==> config.mk <==
export PLATFORM = sky130hd
export DESIGN_NAME = peripheral_msi_slave_port_bb
export DESIGN_NICKNAME = d
export VERILOG_FILES = /design/src/rtl/peripheral_msi_slave_port_bb.sv
export SDC_FILE = /design/constraint.sdc
export NUM_CORES = 1
export LEC_CHECK = 0
export ABC_CLOCK_PERIOD_IN_PS = 3900
export CAP_MARGIN = 20
export CORE_AREA = 2 2 400 402
export DETAILED_ROUTE_END_ITERATION = 10
export DIE_AREA = 0 0 402 404
export PLACE_DENSITY = 0.3
export SYNTH_ARGS = -nofsm -noshare
export SYNTH_HDL_FRONTEND = slang
export SYNTH_SLANG_ARGS = --single-unit
==> constraint.sdc <==
create_clock -name HCLK -period 3.9 [get_ports HCLK]
set_clock_uncertainty 0.1 [all_clocks]
set_input_delay 0.585 -clock HCLK [delete_from_list [all_inputs] [get_ports HCLK]]
set_output_delay 0.585 -clock HCLK [all_outputs]
set_load 0.02 [all_outputs]
==> src/rtl/peripheral_msi_slave_port_bb.sv <==
`default_nettype none
// ============================================================================
// Module   : peripheral_msi_slave_port_bb
// Brief    : Slave-side port of an AHB-Lite multi-layer interconnect. Picks one
//            master by 3-bit priority (ties: round-robin when the macro
//            PERIPHERAL_MSI_SLAVE_ROUND_ROBIN_EN is defined, else lowest
//            index), drives its address phase to the slave, muxes write data
//            by the registered data-phase owner and broadcasts the response.
// Revision : 1.0 - initial release
// ============================================================================
module peripheral_msi_slave_port_bb #(
    parameter int PLEN    = 64,
    parameter int XLEN    = 64,
    parameter int MASTERS = 5
) (
    input  logic                          HCLK,
    input  logic                          HRESET,

    input  logic [MASTERS-1:0][2:0]       mstpriority,
    input  logic [MASTERS-1:0]            mstHSEL,
    input  logic [MASTERS-1:0][PLEN-1:0]  mstHADDR,
    input  logic [MASTERS-1:0][XLEN-1:0]  mstHWDATA,
    input  logic [MASTERS-1:0]            mstHWRITE,
    input  logic [MASTERS-1:0][2:0]       mstHSIZE,
    input  logic [MASTERS-1:0][2:0]       mstHBURST,
    input  logic [MASTERS-1:0][3:0]       mstHPROT,
    input  logic [MASTERS-1:0][1:0]       mstHTRANS,
    input  logic [MASTERS-1:0]            mstHMASTLOCK,
    input  logic [MASTERS-1:0]            mstHREADY,
    input  logic [MASTERS-1:0]            can_switch,

    output logic [MASTERS-1:0]            master_granted,
    output logic [XLEN-1:0]               mstHRDATA,
    output logic                          mstHREADYOUT,
    output logic                          mstHRESP,

    output logic                          slv_HSEL,
    output logic [PLEN-1:0]               slv_HADDR,
    output logic [XLEN-1:0]               slv_HWDATA,
    output logic                          slv_HWRITE,
    output logic [2:0]                    slv_HSIZE,
    output logic [2:0]                    slv_HBURST,
    output logic [3:0]                    slv_HPROT,
    output logic [1:0]                    slv_HTRANS,
    output logic                          slv_HMASTLOCK,
    output logic                          slv_HREADY,

    input  logic [XLEN-1:0]               slv_HRDATA,
    input  logic                          slv_HREADYOUT,
    input  logic                          slv_HRESP
);

    localparam int         c_IW       = (MASTERS > 1) ? $clog2(MASTERS) : 1;
    localparam logic [1:0] c_HTRANS_IDLE = 2'b00;

    logic [MASTERS-1:0] r_granted;
    logic [c_IW-1:0]    r_gidx;
    logic [c_IW-1:0]    r_owner;

    logic               w_has_grant;
    logic               w_switch_ok;
    logic               w_any_req;
    logic [2:0]         w_max_prio;
    logic [c_IW-1:0]    w_win;
    logic [MASTERS-1:0] w_win_oh;

    assign w_has_grant = |r_granted;
    assign w_any_req   = |mstHSEL;
    assign w_switch_ok = (!w_has_grant || can_switch[r_gidx]) && slv_HREADYOUT;

    always_comb begin
        w_max_prio = '0;
        for (int i = 0; i < MASTERS; i++) begin
            if (mstHSEL[i] && (mstpriority[i] > w_max_prio)) begin
                w_max_prio = mstpriority[i];
            end
        end
    end

`ifdef PERIPHERAL_MSI_SLAVE_ROUND_ROBIN_EN
    logic [c_IW-1:0] r_last;
    logic            w_found;
    int              w_idx;

    // Scan starts one past the last winner so equal-priority requesters rotate.
    always_comb begin
        w_win   = '0;
        w_found = 1'b0;
        w_idx   = 0;
        for (int k = 1; k <= MASTERS; k++) begin
            w_idx = int'(r_last) + k;
            if (w_idx >= MASTERS) begin
                w_idx = w_idx - MASTERS;
            end
            if (!w_found && mstHSEL[w_idx] && (mstpriority[w_idx] == w_max_prio)) begin
                w_found = 1'b1;
                w_win   = c_IW'(w_idx);
            end
        end
    end

    always_ff @(posedge HCLK or posedge HRESET) begin
        if (HRESET) begin
            r_last <= c_IW'(MASTERS - 1);
        end else if (w_switch_ok && w_any_req) begin
            r_last <= w_win;
        end
    end
`else
    // Descending scan leaves the lowest matching index as the winner.
    always_comb begin
        w_win = '0;
        for (int i = MASTERS - 1; i >= 0; i--) begin
            if (mstHSEL[i] && (mstpriority[i] == w_max_prio)) begin
                w_win = c_IW'(i);
            end
        end
    end
`endif

    always_comb begin
        w_win_oh        = '0;
        w_win_oh[w_win] = 1'b1;
    end

    // With no requesters the grant parks on whoever held it last.
    always_ff @(posedge HCLK or posedge HRESET) begin
        if (HRESET) begin
            r_granted <= '0;
            r_gidx    <= '0;
        end else if (w_switch_ok && w_any_req) begin
            r_granted <= w_win_oh;
            r_gidx    <= w_win;
        end
    end

    always_ff @(posedge HCLK or posedge HRESET) begin
        if (HRESET) begin
            r_owner <= '0;
        end else if (slv_HREADY && slv_HREADYOUT) begin
            r_owner <= r_gidx;
        end
    end

    assign master_granted = r_granted;

    assign slv_HSEL      = mstHSEL[r_gidx] & w_has_grant;
    assign slv_HTRANS    = slv_HSEL ? mstHTRANS[r_gidx] : c_HTRANS_IDLE;
    assign slv_HADDR     = mstHADDR[r_gidx];
    assign slv_HWRITE    = mstHWRITE[r_gidx];
    assign slv_HSIZE     = mstHSIZE[r_gidx];
    assign slv_HBURST    = mstHBURST[r_gidx];
    assign slv_HPROT     = mstHPROT[r_gidx];
    assign slv_HMASTLOCK = mstHMASTLOCK[r_gidx];
    assign slv_HREADY    = w_has_grant ? mstHREADY[r_gidx] : slv_HREADYOUT;

    assign slv_HWDATA    = mstHWDATA[r_owner];

    assign mstHRDATA     = slv_HRDATA;
    assign mstHREADYOUT  = slv_HREADYOUT;
    assign mstHRESP      = slv_HRESP;

endmodule
`default_nettype wire

run_1/final_placement.png
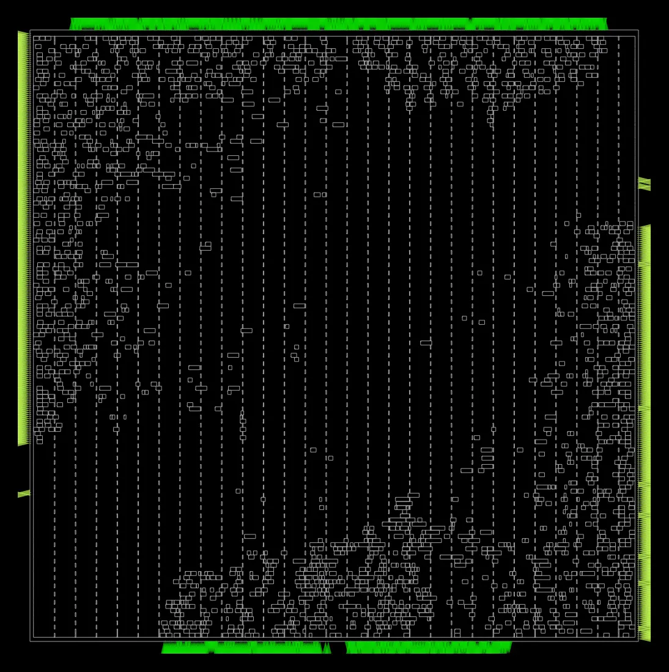
fillers: 18,200
# rows: 146
Final Util: 13.0%

run_1/cell_classes.png
Drawn at 1 px/µm.
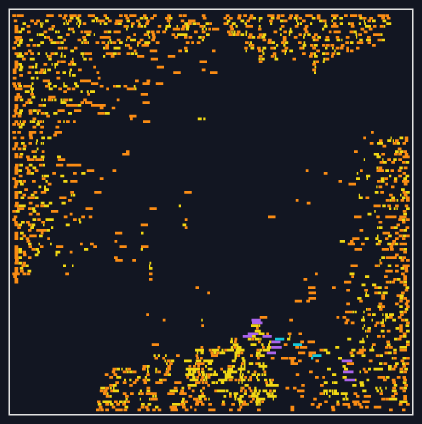
clock drivers and dummy loads -> cyan  # cells 4
flops -> purple  # cells 11
other buffers and delay cells -> orange  # cells 1,028
all other logic -> yellow  # cells 885

run_1/registers.png
Drawn at 1 px/µm.
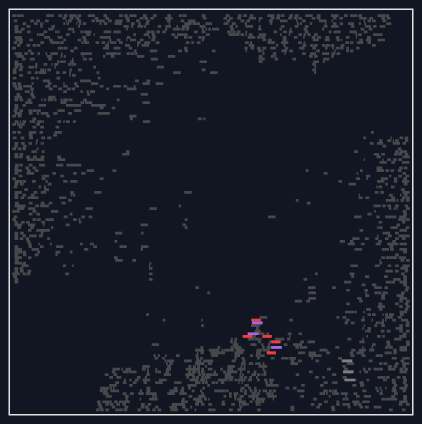
`r_gidx` -> purple  # flops 3
`master_granted` -> red  # flops 5
register area: 298 µm²
P_seq: 428 µW
proportion of cell area occupied by registers: 1.46%

==> flow_metrics.env, run 1 <==
# yosys + openroad results
export IMPL_dp_hpwl_mm=91.9
export IMPL_lay_top_count="clkdlybuf4s50_1"
export IMPL_clock_net_power_uw=198
export IMPL_status="finished with violations"
export IMPL_cp_required_ns=3.93
export IMPL_setup_viol=8
export IMPL_wl_met2_mm=50.8
export IMPL_switching_share_pct=54.5
export IMPL_num_antenna_cells=3
export IMPL_top_cells_by_area="mux2i_1 (37%), o22ai_1 (12%), a21oi_1 (9.6%), nor2_1 (7.6%), buf_4 (6.6%)"
export IMPL_violations="negative setup slack"
export IMPL_buffers_excl_clock=1028
export IMPL_postPlaceCellArea_mm2=0.0199
export IMPL_mux_area_share_pct=39.7
export IMPL_yosysWarnings=0
export IMPL_arrival_ns=5.86
export IMPL_timing_rr_end="master_granted[4]$_DFFE_PP0P_"
export IMPL_viasPerCell=3.01
export IMPL_design_area_mm2=0.0204
export IMPL_die_width_um=402
export IMPL_wl_per_cell_um=25.5
export IMPL_setup_slack_ns=-1.93
export IMPL_drt_iter0_markers=485
export IMPL_clock_area_share_pct=0.392
export IMPL_reg2reg_from="r_gidx[2]$_DFFE_PP0P_"
export IMPL_route_detailed_drc=0
export IMPL_synth_top_area_share_pct=37.1
export IMPL_route_met3_wl_mm=7.61
run_1/met3.png
Drawn at 1 px/µm. Cells faint in the background.
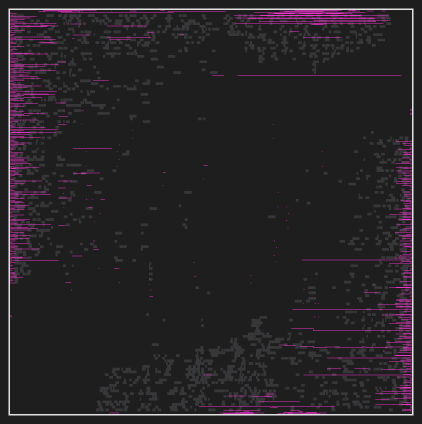

## Run 2: what changed since run 1
- CORE_AREA: 2 2 400 402 -> 2 2 399 401
- DIE_AREA: 0 0 402 404 -> 0 0 401 403
run_2/met3.png
Drawn at 1 px/µm. Cells faint in the background.
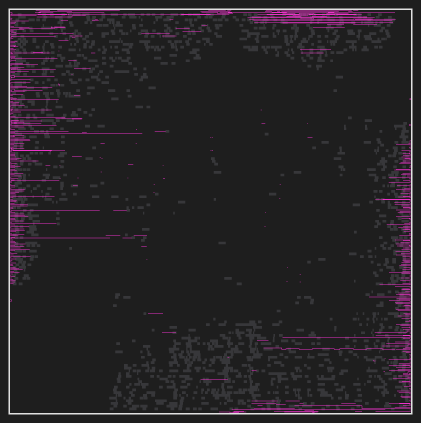
wire length on this layer = 7,560 µm
share of all routed wire = 7.4%
longest straight run = 198 µm
main direction = horizontal
nets with wire on the layer = 492
via count: 12,100
DRT Wirelength: 102 mm
met3 usage: 3.64%

==> flow_metrics.env, run 2 <==
# yosys + openroad results
export IMPL_antenna_found_initial=47
export IMPL_finalNetCount=2741
export IMPL_lay_top_count="clkdlybuf4s50_1"
export IMPL_ys_types=65
export IMPL_clock_area_share_pct=0.391
export IMPL_clock_net_power_uw=191
export IMPL_status="finished with violations"
export IMPL_p_int_uw=5740
export IMPL_num_antenna_cells=3
export IMPL_setup_viol=8
export IMPL_reg2reg_from="r_gidx[0]$_DFFE_PP0P_"
export IMPL_top_cells_by_area="mux2i_1 (37%), o22ai_1 (12%), a21oi_1 (9.6%), nor2_1 (7.6%), buf_4 (6.6%)"
export IMPL_ys_flop_type="dfrtp_1"
export IMPL_arrival_ns=5.75
export IMPL_setup_slack_ns=-1.83
export IMPL_drt_iter0_markers=707
export IMPL_crit_end="r_gidx[1]$_DFFE_PP0P_"
export IMPL_wl_met2_mm=50.5
export IMPL_mux_area_share_pct=39.7
export IMPL_seqCellArea_um2=298
export IMPL_grt_use_total_pct=11.9
export IMPL_cts_tree="yes"
export IMPL_buffers_excl_clock=1022
export IMPL_seq_area_frac_synth_pct=3.69
export IMPL_die_width_um=401
export IMPL_synth_top_area_share_pct=37.1
export IMPL_cts_root_buf="clkbuf_16"
export IMPL_cp_required_ns=3.93
export IMPL_period_minus_slack_ns=5.73
export IMPL_top_cell="mux2i_1"
export IMPL_wl_per_cell_um=25.4
export IMPL_pg_seq_uw=383
export IMPL_power_density_mw_per_mm2=610
export IMPL_min_from="master_granted[4]$_DFFE_PP0P_"
export IMPL_synth_cells=1061
export IMPL_route_met3_wl_mm=7.56
export IMPL_reg2reg_depth=8
export IMPL_switching_share_pct=54.0
export IMPL_dp_hpwl_mm=90.9
export IMPL_viasPerCell=3.03
export IMPL_yosysWarnings=0
export IMPL_buffer_area_share_pct=52.9
export IMPL_ys_sh_simple_pct=12.6
export IMPL_postPlaceCellArea_mm2=0.0201
export IMPL_violations="negative setup slack"
export IMPL_route_detailed_drc=0
export IMPL_fp_row_count=146
export IMPL_largest_area_cell="mux2i_1"
export IMPL_timing_rr_end="r_gidx[1]$_DFFE_PP0P_"
export IMPL_nFillCells=18100
run_2/cell_classes.png
Drawn at 1 px/µm.
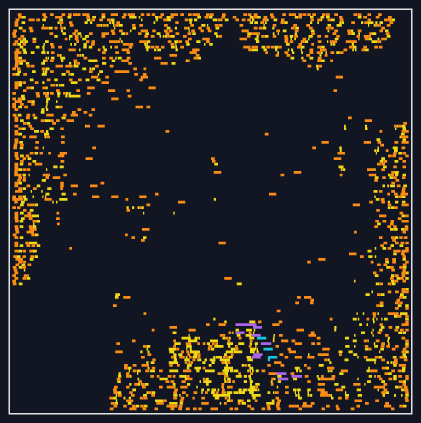
flops -> purple  # cells 11
clock drivers and dummy loads -> cyan  # cells 4
all other logic -> yellow  # cells 885
other buffers and delay cells -> orange  # cells 1,022
proportion of cell area occupied by registers: 1.46%
Non-Filler Cell Area, Final: 0.0205 mm²
Final Util: 13.0%
core area: 0.157 mm²

Power and IR drop assume default switching activity.
